clocks.png
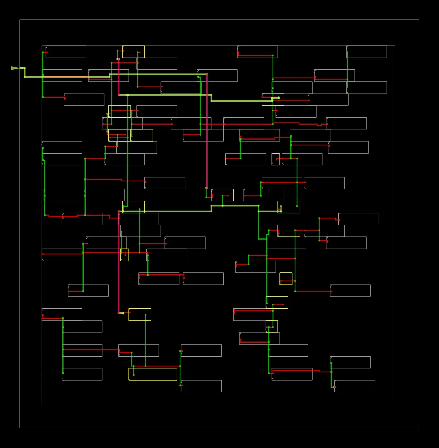
sizes.png
Bar = 20 um.
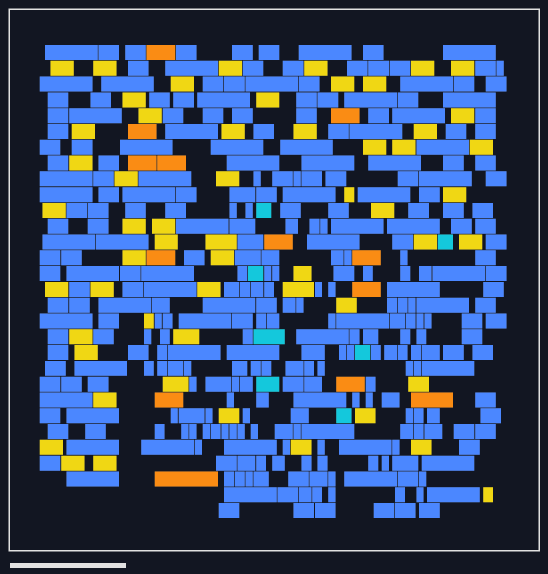
clk_routes.png
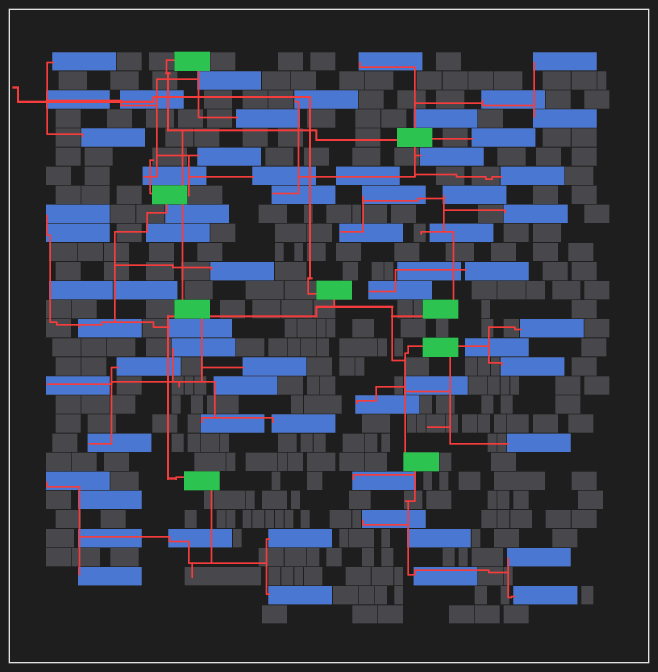
placement_by_type.png
Bar = 20 um.
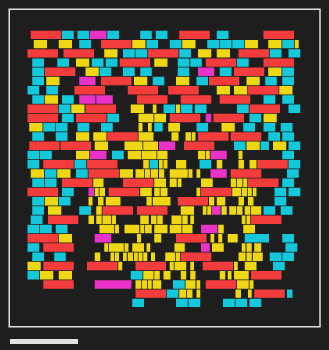
io_placement.png
Pins as bars across the die edge, other pins in grey.
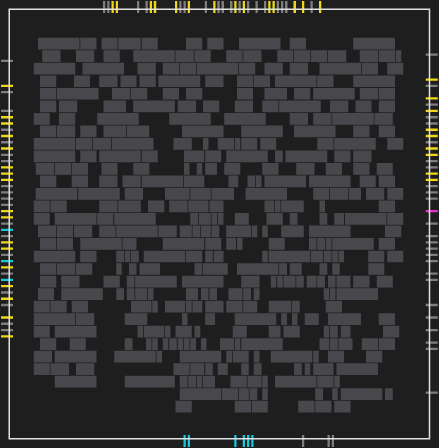
File: config.mk
export PLATFORM = sky130hd
export DESIGN_NAME = dmem_dump_flat
export DESIGN_NICKNAME = d
export VERILOG_FILES = /design/src/rtl/dmem_dump_if.sv /design/src/rtl/dmem_dump.sv /design/src/flat_wrapper.sv
export SDC_FILE = /design/constraint.sdc
export NUM_CORES = 1
export LEC_CHECK = 0
export CORE_AREA = 5 5 86 88
export CTS_CLUSTER_DIAMETER = 40
export DETAILED_ROUTE_END_ITERATION = 6
export DIE_AREA = 0 0 91 93
export PLACE_DENSITY_LB_ADDON = 0.15
export SYNTH_ARGS = -nofsm -noshare
export SYNTH_HDL_FRONTEND = slang
export SYNTH_SLANG_ARGS = --single-unit
File: constraint.sdc
create_clock -name clk -period 3.1 [get_ports clk]
set_input_delay 0.62 -clock clk [delete_from_list [all_inputs] [get_ports clk]]
set_output_delay 0.62 -clock clk [all_outputs]
set_load 0.05 [all_outputs]
File: src/rtl/dmem_dump_if.sv
// Bus bundle for dmem_dump: start/config, shared data-memory read port and output stream.
// slave = the dump engine, master = host/consumer side that also supplies memory data.
`timescale 1ns/1ps
interface dmem_dump_if #(
   parameter int ADDR_W = 8,
   parameter int DATA_W = 40
);
   logic              start;
   logic [ADDR_W-1:0] base_addr;
   logic [ADDR_W:0]   count;
   logic [ADDR_W-1:0] mem_addr;
   logic              mem_re;
   logic [DATA_W-1:0] mem_data;
   logic              out_valid;
   logic              out_ready;
   logic [DATA_W-1:0] out_data;
   logic              out_last;
   logic              out_err;
   logic              busy;
   logic              done;

   modport slave (
      input  start, base_addr, count, mem_data, out_ready,
      output mem_addr, mem_re, out_valid, out_data, out_last, out_err, busy, done
   );

   modport master (
      output start, base_addr, count, mem_data, out_ready,
      input  mem_addr, mem_re, out_valid, out_data, out_last, out_err, busy, done
   );
endinterface

File: src/rtl/dmem_dump.sv
// Streams a contiguous, wrapping address range of the CPU data memory out over valid/ready.
// Optional tile-permutation check on each word is enabled by defining PUZZLE_CHECK_EN.
`timescale 1ns/1ps
module dmem_dump #(
   parameter int ADDR_W = 8,
   parameter int DATA_W = 40
) (
   input  logic        clk,
   input  logic        rst_n,
   dmem_dump_if.slave  bus
);
   typedef enum logic [1:0] {
      IDLE  = 2'd0,
      FETCH = 2'd1,
      SEND  = 2'd2,
      DONE  = 2'd3
   } state_t;

   state_t            state_r;
   logic [ADDR_W-1:0] cur_r;
   logic [ADDR_W:0]   rem_r;
   logic [ADDR_W-1:0] mem_addr_r;
   logic              mem_re_r;
   logic              out_valid_r;
   logic [DATA_W-1:0] out_data_r;
   logic              out_last_r;
   logic              out_err_r;
   logic              busy_r;
   logic              done_r;
   logic              last_word_s;
   logic              err_s;
   logic [ADDR_W-1:0] next_addr_s;

`ifdef PUZZLE_CHECK_EN
   // Nine 4-bit tiles must be exactly the set 0..8; any value above 8 or a repeat flags an error.
   function automatic logic puzzle_bad(input logic [35:0] tiles);
      logic [8:0] seen;
      logic       bad;
      logic [3:0] t;
      seen = 9'd0;
      bad  = 1'b0;
      for (int i = 0; i < 9; i++) begin
         t = tiles[4*i +: 4];
         if (t > 4'd8) begin
            bad = 1'b1;
         end else if (seen[t]) begin
            bad = 1'b1;
         end else begin
            seen[t] = 1'b1;
         end
      end
      return bad;
   endfunction

   assign err_s = puzzle_bad(bus.mem_data[35:0]);
`else
   assign err_s = 1'b0;
`endif

   assign last_word_s = (rem_r == (ADDR_W+1)'(1));
   assign next_addr_s = cur_r + ADDR_W'(1);

   // Dump sequencer; every output is a register updated on the transition into its state.
   always_ff @(posedge clk or negedge rst_n) begin
      if (!rst_n) begin
         state_r     <= IDLE;
         cur_r       <= {ADDR_W{1'b0}};
         rem_r       <= {(ADDR_W+1){1'b0}};
         mem_addr_r  <= {ADDR_W{1'b0}};
         mem_re_r    <= 1'b0;
         out_valid_r <= 1'b0;
         out_data_r  <= {DATA_W{1'b0}};
         out_last_r  <= 1'b0;
         out_err_r   <= 1'b0;
         busy_r      <= 1'b0;
         done_r      <= 1'b0;
      end else begin
         case (state_r)
            IDLE: begin
               if (bus.start) begin
                  busy_r <= 1'b1;
                  if (bus.count != {(ADDR_W+1){1'b0}}) begin
                     cur_r      <= bus.base_addr;
                     rem_r      <= bus.count;
                     mem_addr_r <= bus.base_addr;
                     mem_re_r   <= 1'b1;
                     state_r    <= FETCH;
                  end else begin
                     done_r  <= 1'b1;
                     state_r <= DONE;
                  end
               end else begin
                  busy_r <= 1'b0;
               end
            end
            FETCH: begin
               mem_re_r    <= 1'b0;
               out_data_r  <= bus.mem_data;
               out_last_r  <= last_word_s;
               out_err_r   <= err_s;
               out_valid_r <= 1'b1;
               state_r     <= SEND;
            end
            SEND: begin
               if (bus.out_ready) begin
                  out_valid_r <= 1'b0;
                  if (last_word_s) begin
                     done_r  <= 1'b1;
                     state_r <= DONE;
                  end else begin
                     cur_r      <= next_addr_s;
                     rem_r      <= rem_r - (ADDR_W+1)'(1);
                     mem_addr_r <= next_addr_s;
                     mem_re_r   <= 1'b1;
                     state_r    <= FETCH;
                  end
               end else begin
                  out_valid_r <= 1'b1;
               end
            end
            DONE: begin
               done_r  <= 1'b0;
               busy_r  <= 1'b0;
               state_r <= IDLE;
            end
            default: begin
               mem_re_r    <= 1'b0;
               out_valid_r <= 1'b0;
               busy_r      <= 1'b0;
               done_r      <= 1'b0;
               state_r     <= IDLE;
            end
         endcase
      end
   end

   assign bus.mem_addr  = mem_addr_r;
   assign bus.mem_re    = mem_re_r;
   assign bus.out_valid = out_valid_r;
   assign bus.out_data  = out_data_r;
   assign bus.out_last  = out_last_r;
   assign bus.out_err   = out_err_r;
   assign bus.busy      = busy_r;
   assign bus.done      = done_r;
endmodule
File: src/flat_wrapper.sv
// flat-port wrapper written by rule: the top's interface ports become plain ports
module dmem_dump_flat 
#(
   parameter int ADDR_W = 8,
   parameter int DATA_W = 40
)
  (clk, rst_n, bus_start, bus_base_addr, bus_count, bus_mem_data, bus_out_ready, bus_mem_addr, bus_mem_re, bus_out_valid, bus_out_data, bus_out_last, bus_out_err, bus_busy, bus_done);
  dmem_dump_if #(.ADDR_W(ADDR_W), .DATA_W(DATA_W)) bus_i ();
  input  logic clk;
  input  logic rst_n;
  input wire logic [$bits(bus_i.start)-1:0] bus_start;
  input wire logic [$bits(bus_i.base_addr)-1:0] bus_base_addr;
  input wire logic [$bits(bus_i.count)-1:0] bus_count;
  input wire logic [$bits(bus_i.mem_data)-1:0] bus_mem_data;
  input wire logic [$bits(bus_i.out_ready)-1:0] bus_out_ready;
  output wire logic [$bits(bus_i.mem_addr)-1:0] bus_mem_addr;
  output wire logic [$bits(bus_i.mem_re)-1:0] bus_mem_re;
  output wire logic [$bits(bus_i.out_valid)-1:0] bus_out_valid;
  output wire logic [$bits(bus_i.out_data)-1:0] bus_out_data;
  output wire logic [$bits(bus_i.out_last)-1:0] bus_out_last;
  output wire logic [$bits(bus_i.out_err)-1:0] bus_out_err;
  output wire logic [$bits(bus_i.busy)-1:0] bus_busy;
  output wire logic [$bits(bus_i.done)-1:0] bus_done;
  assign bus_i.start = bus_start;
  assign bus_i.base_addr = bus_base_addr;
  assign bus_i.count = bus_count;
  assign bus_i.mem_data = bus_mem_data;
  assign bus_i.out_ready = bus_out_ready;
  assign bus_mem_addr = bus_i.mem_addr;
  assign bus_mem_re = bus_i.mem_re;
  assign bus_out_valid = bus_i.out_valid;
  assign bus_out_data = bus_i.out_data;
  assign bus_out_last = bus_i.out_last;
  assign bus_out_err = bus_i.out_err;
  assign bus_busy = bus_i.busy;
  assign bus_done = bus_i.done;
  dmem_dump #(.ADDR_W(ADDR_W), .DATA_W(DATA_W)) u_core (.clk(clk), .rst_n(rst_n), .bus(bus_i));
endmodule
==> impl_metrics.tcl <==
# collected from the flow reports
set metrics [dict create \
    netlist.area_leader.share_pct 52.2 \
    mostFrequentLayoutCell "clkdlybuf4s50_1" \
    r2r_setup_slack_ns 0.56 \
    r2r_end "u_core.bus.mem_addr[2]" \
    yosys_area_sq_um 3070 \
    p_leak_nw 1.80 \
    required_ns 3.36 \
    antenna_found_initial 0 \
    internal-power_mw 2.96 \
    hold_violations 0 \
    fmax_mhz 394 \
    synthTopCellsByCount "dfrtp_1 (64), mux2_2 (42), nor2_1 (22), nand2_1 (17), o21ai_0 (13)" \
    hp-class "in -> async" \
    synthesis.nets 337 \
    wirelength_mm 7.57 \
    dp.cells 450 \
    cap_viol_max_count 0 \
    crit_path_max_fanout 13 \
    largest_cell_class "flip-flops and latches" \
    hpwl_mm 5.54 \
    cts_made_buffers 9 \
    clk_share_pct 4.62 \
    synth_warnings 0 \
    drv_slew 0 \
    wl_met3_um 795 \
    syn_to_final_growth_pct 45.5 \
    synth_seq_share_pct 52.2 \
    syn_inst 268 \
    cts_tree "done" \
    ff_type "dfrtp_1" \
    dieWidth_um 91 \
    comb_cells 177 \
    post_cts_resized 0 \
    arrival_ns 2.80 \
    postSynth.asyncResetShare_pct 100 \
    row_count 30 \
    comb_power_share_pct 59.6 \
    crit_start "u_core.state_r[0]" \
    power_leader "combinational logic" \
    initCoreUtil_pct 46.7 \
    setup-violations-final 0 \
    top_cell "dfrtp_1" \
    cellPowerDensity_nw_per_um2 1260 \
    hold_buffers 0 \
    worst-r2r-cell-count 7 \
    inverters 12 \
    dr_wl_met2_mm 3.50 \
    yosys.area_share.aoi_pct 9.66 \
    outcome "completed" \
    fin_cells 466 \
    tap_cells 80 \
    drive_gt1_share_pct 19.7 \
    final_util_pct 68.0 \
    seq_power_share_pct 27.3 \
    fin_crit_ns 2.54 \
    comb_share_pct 30.1 \
    top_usage_layer "met2" \
    synth-seq-cells 64 \
    grt_max_degree 36 \
    xor_share_pct 0 \
    grt_first_pass_wirelength_mm 12.7 \
    m1WireLength_mm 3.22 \
    postCtsSetupBuffers 0 \
    cts_root_buffer "clkbuf_8" \
    grtUsageMet3_pct 7.16 \
    pre_cts_ws_ns 0.302 \
    mux_share_pct 16.4 \
    worstReg2RegStart "u_core.state_r[0]" \
    logic_area_sq_um 1350 \
    p_seq_mw 1.54 \
    fin_crit_sh_pct 81.8 \
    n_all_buffers 117 \
    syn_area_per_cell_sq_um 11.5 \
    ant_nets 0 \
    critPathCapture "u_core.bus.mem_addr[2]" \
    diodes 0 \
    warning_count 31 \
    firstDrtPassIters 6 \
    path_clk_slew_ns 0.07 \
    crit_type "reg -> reg" \
]
-- clocks.png (at the start) --
CTS Sinks: 64
clk latency late pin: 0.34 ns
P_clk: 0.737 mW

-- sizes.png (at the start) --
Key: orange = _6 and larger [cells 13]; yellow = _2 cells [cells 56]; cyan = _3 and _4 cells [cells 7]; blue = _0 and _1 cells [cells 310]

-- clk_routes.png (at the start) --
Key: red = clock wires [length 875 um]; green = clock drivers [count 9]; blue = flip-flops [count 64]
There are 10 routed clock nets. Position of the flops: spread over the die.
clock share of power: 13.1%
Setup Skew: 0.00921 ns

-- placement_by_type.png (at the start) --
Key: cyan = other buffers and delay cells [cells 117, share of their area 27%]; red = flops [cells 64, share of their area 37%]; magenta = clock drivers and dummy loads [cells 16, share of their area 4.7%]; yellow = combinational and other logic [cells 189, share of their area 32%]

-- io_placement.png (at the start) --
Key: cyan = bus_count [pins 9, direction input, edge 6 bottom, 3 left]; magenta = bus_out_ready [pins 1, direction input, edge right]; yellow = bus_out_data [pins 40, direction output, edge 17 left, 14 top, 9 right]
All pins by edge: 39 left, 35 right, 32 top, 9 bottom.
die height: 93 um
Port Buffers: 113

-- state kept, by name (all words and copies together), names as in the netlist --
signal / flops
u_core.bus.busy: 1
u_core.bus.out_last: 1
u_core.rem_r: 9
u_core.bus.out_valid: 1
u_core.bus.mem_re: 1
u_core.bus.mem_addr: 8
u_core.bus.done: 1
u_core.bus.out_data: 40
u_core.state_r: 2
-- worst max-delay path, stage by stage, from the launching register on --
cell     delay (ns)
dfrtp_1        0.41
inv_1          0.10
ha_1           0.28
nor4b_1        0.19
a311o_1        0.38
a21oi_1        0.76
nor2_1         0.12
nor3_2         0.21
-- stage by stage --
step	power [mW]	instance area (sq um)
after floorplan	3.90	3070
after global placement	4.89	4260
after detailed placement	4.95	4260
after CTS	5.70	4470
after global routing	5.99	4470
final	5.65	4470
No activity file was given, so power comes from the tool's default toggle rates.
